## src/rtl/serial_word_comparator_pkg.sv

```systemverilog
// Package serial_cmp_pkg: shared constants and state type for serial_word_comparator.
// Nibble width, FSM state encoding and the cascade seed used at the start of every compare.
package serial_cmp_pkg;

  localparam int NIBBLE_W = 4;

  localparam logic S_IDLE = 1'b0;
  localparam logic S_RUN  = 1'b1;

  // Cascade seed: "equal so far" before any nibble has been compared
  localparam logic ACC_INIT_G = 1'b0;
  localparam logic ACC_INIT_E = 1'b1;
  localparam logic ACC_INIT_L = 1'b0;

  typedef enum logic {
    ST_IDLE = S_IDLE,
    ST_RUN  = S_RUN
  } state_e;

endpackage : serial_cmp_pkg

```

## src/rtl/serial_word_comparator_cmp4.sv

```systemverilog
// four_bit_comparator: one nibble of a cascaded magnitude compare.
// A strict difference in this nibble decides the result; on equality the cascade
// from the less significant nibbles is passed through unchanged.
module four_bit_comparator
  import serial_cmp_pkg::*;
(
  input  logic [NIBBLE_W-1:0] a_i,
  input  logic [NIBBLE_W-1:0] b_i,
  input  logic                gIn_i,
  input  logic                eIn_i,
  input  logic                lIn_i,
  output logic                g_o,
  output logic                e_o,
  output logic                l_o
);

  // This nibble overrides the cascade unless both nibbles are equal
  always_comb begin
    g_o = gIn_i;
    e_o = eIn_i;
    l_o = lIn_i;
    if (a_i > b_i) begin
      g_o = 1'b1;
      e_o = 1'b0;
      l_o = 1'b0;
    end else if (a_i < b_i) begin
      g_o = 1'b0;
      e_o = 1'b0;
      l_o = 1'b1;
    end
  end

endmodule : four_bit_comparator

```

## src/rtl/serial_word_comparator.sv

```systemverilog
// serial_word_comparator: multi-cycle WIDTH-bit magnitude compare using one nibble comparator.
// Operands are latched on start, then one nibble per clock is compared LSB nibble first,
// with the registered g/e/l fed back as the cascade input of the next step.
// Optional build macro SERIAL_CMP_SIGNED_EN: two's complement compare (MSB of both
// latched operands inverted before the top nibble is compared). Timing is identical.
module serial_word_comparator
  import serial_cmp_pkg::*;
#(
  parameter int WIDTH = 16
) (
  input  logic             clk,
  input  logic             rst_n,
  input  logic             start,
  input  logic [WIDTH-1:0] a,
  input  logic [WIDTH-1:0] b,
  output logic             busy,
  output logic             done,
  output logic             g,
  output logic             e,
  output logic             l
);

  localparam int NIBBLES = WIDTH / NIBBLE_W;
  localparam int IDX_W   = (NIBBLES > 1) ? $clog2(NIBBLES) : 1;
  localparam logic [IDX_W-1:0] IDX_LAST = IDX_W'(NIBBLES - 1);

  if ((WIDTH < NIBBLE_W) || ((WIDTH % NIBBLE_W) != 0)) begin : gWidthCheck
    $error("serial_word_comparator: WIDTH must be a multiple of 4 and >= 4");
  end

  state_e           state_q, state_d;
  logic [IDX_W-1:0] idx_q, idx_d;
  logic [WIDTH-1:0] opA_q, opA_d;
  logic [WIDTH-1:0] opB_q, opB_d;
  logic             accG_q, accG_d;
  logic             accE_q, accE_d;
  logic             accL_q, accL_d;
  logic             resG_q, resG_d;
  logic             resE_q, resE_d;
  logic             resL_q, resL_d;
  logic             done_q, done_d;

  logic [WIDTH-1:0]    cmpOpA;
  logic [WIDTH-1:0]    cmpOpB;
  logic [NIBBLE_W-1:0] nibA;
  logic [NIBBLE_W-1:0] nibB;
  logic                cmpG;
  logic                cmpE;
  logic                cmpL;

`ifdef SERIAL_CMP_SIGNED_EN
  // Flipping the sign bit maps two's complement order onto unsigned order
  assign cmpOpA = {~opA_q[WIDTH-1], opA_q[WIDTH-2:0]};
  assign cmpOpB = {~opB_q[WIDTH-1], opB_q[WIDTH-2:0]};
`else
  assign cmpOpA = opA_q;
  assign cmpOpB = opB_q;
`endif

  // Select the nibble pair addressed by the step index
  always_comb begin
    nibA = '0;
    nibB = '0;
    for (int i = 0; i < NIBBLES; i++) begin
      if (idx_q == IDX_W'(i)) begin
        nibA = cmpOpA[i*NIBBLE_W +: NIBBLE_W];
        nibB = cmpOpB[i*NIBBLE_W +: NIBBLE_W];
      end
    end
  end

  four_bit_comparator uCmp (
    .a_i   (nibA),
    .b_i   (nibB),
    .gIn_i (accG_q),
    .eIn_i (accE_q),
    .lIn_i (accL_q),
    .g_o   (cmpG),
    .e_o   (cmpE),
    .l_o   (cmpL)
  );

  // Next-state logic: accept in IDLE, step one nibble per clock in RUN, publish on the last step
  always_comb begin
    state_d = state_q;
    idx_d   = idx_q;
    opA_d   = opA_q;
    opB_d   = opB_q;
    accG_d  = accG_q;
    accE_d  = accE_q;
    accL_d  = accL_q;
    resG_d  = resG_q;
    resE_d  = resE_q;
    resL_d  = resL_q;
    done_d  = 1'b0;
    unique case (state_q)
      ST_IDLE: begin
        if (start) begin
          state_d = ST_RUN;
          opA_d   = a;
          opB_d   = b;
          idx_d   = '0;
          accG_d  = ACC_INIT_G;
          accE_d  = ACC_INIT_E;
          accL_d  = ACC_INIT_L;
        end
      end
      ST_RUN: begin
        accG_d = cmpG;
        accE_d = cmpE;
        accL_d = cmpL;
        if (idx_q == IDX_LAST) begin
          state_d = ST_IDLE;
          idx_d   = '0;
          resG_d  = cmpG;
          resE_d  = cmpE;
          resL_d  = cmpL;
          done_d  = 1'b1;
        end else begin
          idx_d = idx_q + IDX_W'(1);
        end
      end
      default: state_d = ST_IDLE;
    endcase
  end

  // State, operand, accumulator and result registers; reset aborts any compare in flight
  always_ff @(posedge clk or negedge rst_n) begin
    if (!rst_n) begin
      state_q <= ST_IDLE;
      idx_q   <= '0;
      opA_q   <= '0;
      opB_q   <= '0;
      accG_q  <= ACC_INIT_G;
      accE_q  <= ACC_INIT_E;
      accL_q  <= ACC_INIT_L;
      resG_q  <= 1'b0;
      resE_q  <= 1'b0;
      resL_q  <= 1'b0;
      done_q  <= 1'b0;
    end else begin
      state_q <= state_d;
      idx_q   <= idx_d;
      opA_q   <= opA_d;
      opB_q   <= opB_d;
      accG_q  <= accG_d;
      accE_q  <= accE_d;
      accL_q  <= accL_d;
      resG_q  <= resG_d;
      resE_q  <= resE_d;
      resL_q  <= resL_d;
      done_q  <= done_d;
    end
  end

  assign busy = (state_q == ST_RUN);
  assign done = done_q;
  assign g    = resG_q;
  assign e    = resE_q;
  assign l    = resL_q;

endmodule : serial_word_comparator

```

## config.mk

```make
export PLATFORM = sky130hd
export DESIGN_NAME = serial_word_comparator
export DESIGN_NICKNAME = d
export VERILOG_FILES = /design/src/rtl/serial_word_comparator_pkg.sv /design/src/rtl/serial_word_comparator_cmp4.sv /design/src/rtl/serial_word_comparator.sv
export SDC_FILE = /design/constraint.sdc
export NUM_CORES = 1
export LEC_CHECK = 0
export CAP_MARGIN = 20
export CORE_MARGIN = 1.5
export CORE_UTILIZATION = 45
export CTS_CLUSTER_DIAMETER = 120
export DETAILED_ROUTE_END_ITERATION = 7
export PLACE_DENSITY = 0.74
export SLEW_MARGIN = 20
export SYNTH_ARGS = -nofsm -noshare
export SYNTH_HDL_FRONTEND = slang
export SYNTH_SLANG_ARGS = --single-unit
```

## constraint.sdc

```tcl
create_clock -name clk -period 2.4 [get_ports clk]
set_clock_uncertainty 0.05 [all_clocks]
set_input_delay 0.24 -clock clk [delete_from_list [all_inputs] [get_ports clk]]
set_output_delay 0.24 -clock clk [all_outputs]
set_load 0.02 [all_outputs]
```

cell_classes.png
Scale: 4 px per µm.
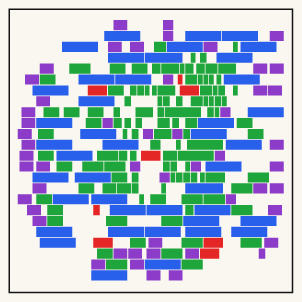
clock drivers and dummy loads -> red  # cells 8, share of their area 3.5%
flip-flops -> blue  # cells 42, share of their area 41%
all other logic -> green  # cells 110, share of their area 37%
other buffers and delay cells -> purple  # cells 51, share of their area 18%

port_nets.png
Scale: 6 px per µm.
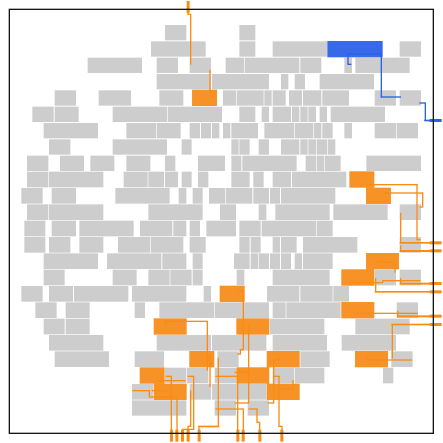
a -> orange  # bits 16, direction input, end cells 16, buffers 16, wire 293 µm
e -> blue  # bits 1, direction output, end cells 1, buffers 1, wire 22.6 µm

clock_map.png
Scale: 6 px per µm.
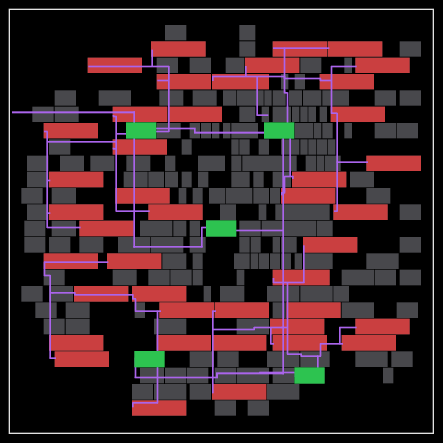
flip-flops -> red  # count 42
clock wires -> purple  # length 511 µm
cells driving clock nets -> green  # count 5
routed clock nets = 6

met3.png
Scale: 6 px per µm.
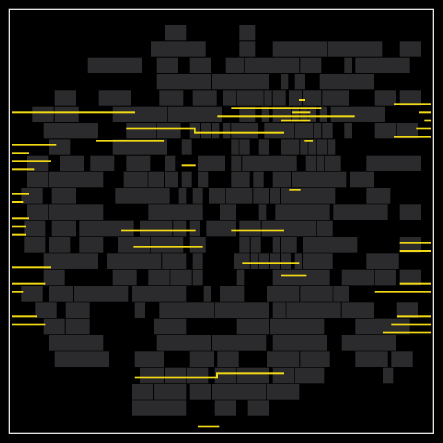
nets with wire on the layer = 38
share of all routed wire = 6.8%

==> impl_metrics.json <==
{
  "seq_power_mw": 1.34,
  "p_comb_share_pct": 54.9,
  "routed.top_layer": "met4",
  "gp_congestion": 0.821,
  "switching_share_pct": 37.5,
  "syn_inst": 162,
  "wl_met3_um": 293,
  "chipWidth_um": 70.4,
  "power.share.clock_pct": 11.6,
  "xor_area_share_pct": 0,
  "intPower_mw": 2.50,
  "lay_top_count": "dfrtp_1",
  "die-area_mm2": 0.00496,
  "post-route-util_pct": 61.0,
  "syn2layout_area_growth_pct": 29.8,
  "synthAdderAreaFrac_pct": 4.89,
  "path_class": "register to register",
  "top_power_group": "combinational logic",
  "status": "finished clean",
  "logic_family": "multiplexers",
  "io_buffers": 39,
  "reg2reg_from": "idx_q[0]",
  "final_cell_mix": "dfrtp_1, clkdlybuf4s50_1, mux2_2",
  "ys_seq_share_pct": 51.4,
  "grt_use_total_pct": 18.5,
  "finalCritPeriodShare_pct": 99.1,
  "ir_drop_uv": 546,
  "first_global_vias": 1500,
  "place_area_mm2": 0.00243,
  "worst_ep_arrival_time_ns": 2.51,
  "area_leaders": "dfrtp_1, mux2_2, mux2_4",
  "hold_path_class": "input pin to asynchronous set/reset pin",
  "seqPwrFrac_pct": 33.5,
  "power_combinational_mw": 2.20,
  "critPathLaunch": "idx_q[0]",
  "synthArstFlopShare_pct": 100,
  "synthTopCellsByCount": "dfrtp_1, mux2_2, nand2_1, mux2_4, o21ai_0",
  "drt-total-wl_mm": 4.31,
  "path_clk_slew_ns": 0.08,
  "clock_latency_ns": 0.30,
  "yosysChipArea_mm2": 0.00205,
  "wl_per_cell_um": 16.4,
  "fillers": 325,
  "grt_max_degree": 43,
  "grtUsageMet1_pct": 23.0,
  "hpwl_mm": 2.95,
  "synth_warnings": 0,
  "clk_root_buffer_cell": "clkbuf_8",
  "first_iter_violations": 188,
  "numSynthFlops": 42,
  "synth_nets": 205,
  "crit_end": "accG_q",
  "cp_slowest_cell": "dfrtp_2",
  "htree_num_levels": 2,
  "ys_sh_simple_pct": 7.16,
  "slew_viol_final": 0,
  "cp-start-kind": "register",
  "fp.coreArea_mm2": 0.00435,
  "grt_pass1_wl_mm": 7.10,
  "overflow": 0,
  "cp_max_fo": 7,
  "edf_count": 0,
  "cts_num_sinks": 42,
  "cts_max_path_buffers": 2,
  "postRouteAntennaNets": 0,
  "synth.avg_cell_area_um2": 12.6,
  "setup_tns_ns": 0,
  "routed_via_density": 5.49,
  "rsz0062_at_grt": "yes"
}
[final cells by class]
class                           count  area (µm²)  area share, %
Inverter                            5        25.0          0.942
Tap cell                           52        65.1           2.45
Timing Repair Buffer               51         475           17.9
Clock buffer                        7        86.3           3.25
Sequential cell                    42        1050           39.7
Clock inverter                      1        5.00          0.188
Multi-Input combinational cell    105         946           35.6
[metrics by stage]
stage	hold WS [ns]	instances
5_1_grt	0.0954	263
2_1_floorplan	-0.106	162
4_1_cts	0.0554	258
3_5_place_dp	0.383	247
3_3_place_gp	0.350	247
6_report	0.0280	263
[what timing repair did]
action,in CTS,in global routing
gates cloned,0,0
resized,2,19
buffers inserted,3,5
setup endpoints to repair,6,6
pin swaps,0,15
hold buffers,0,0
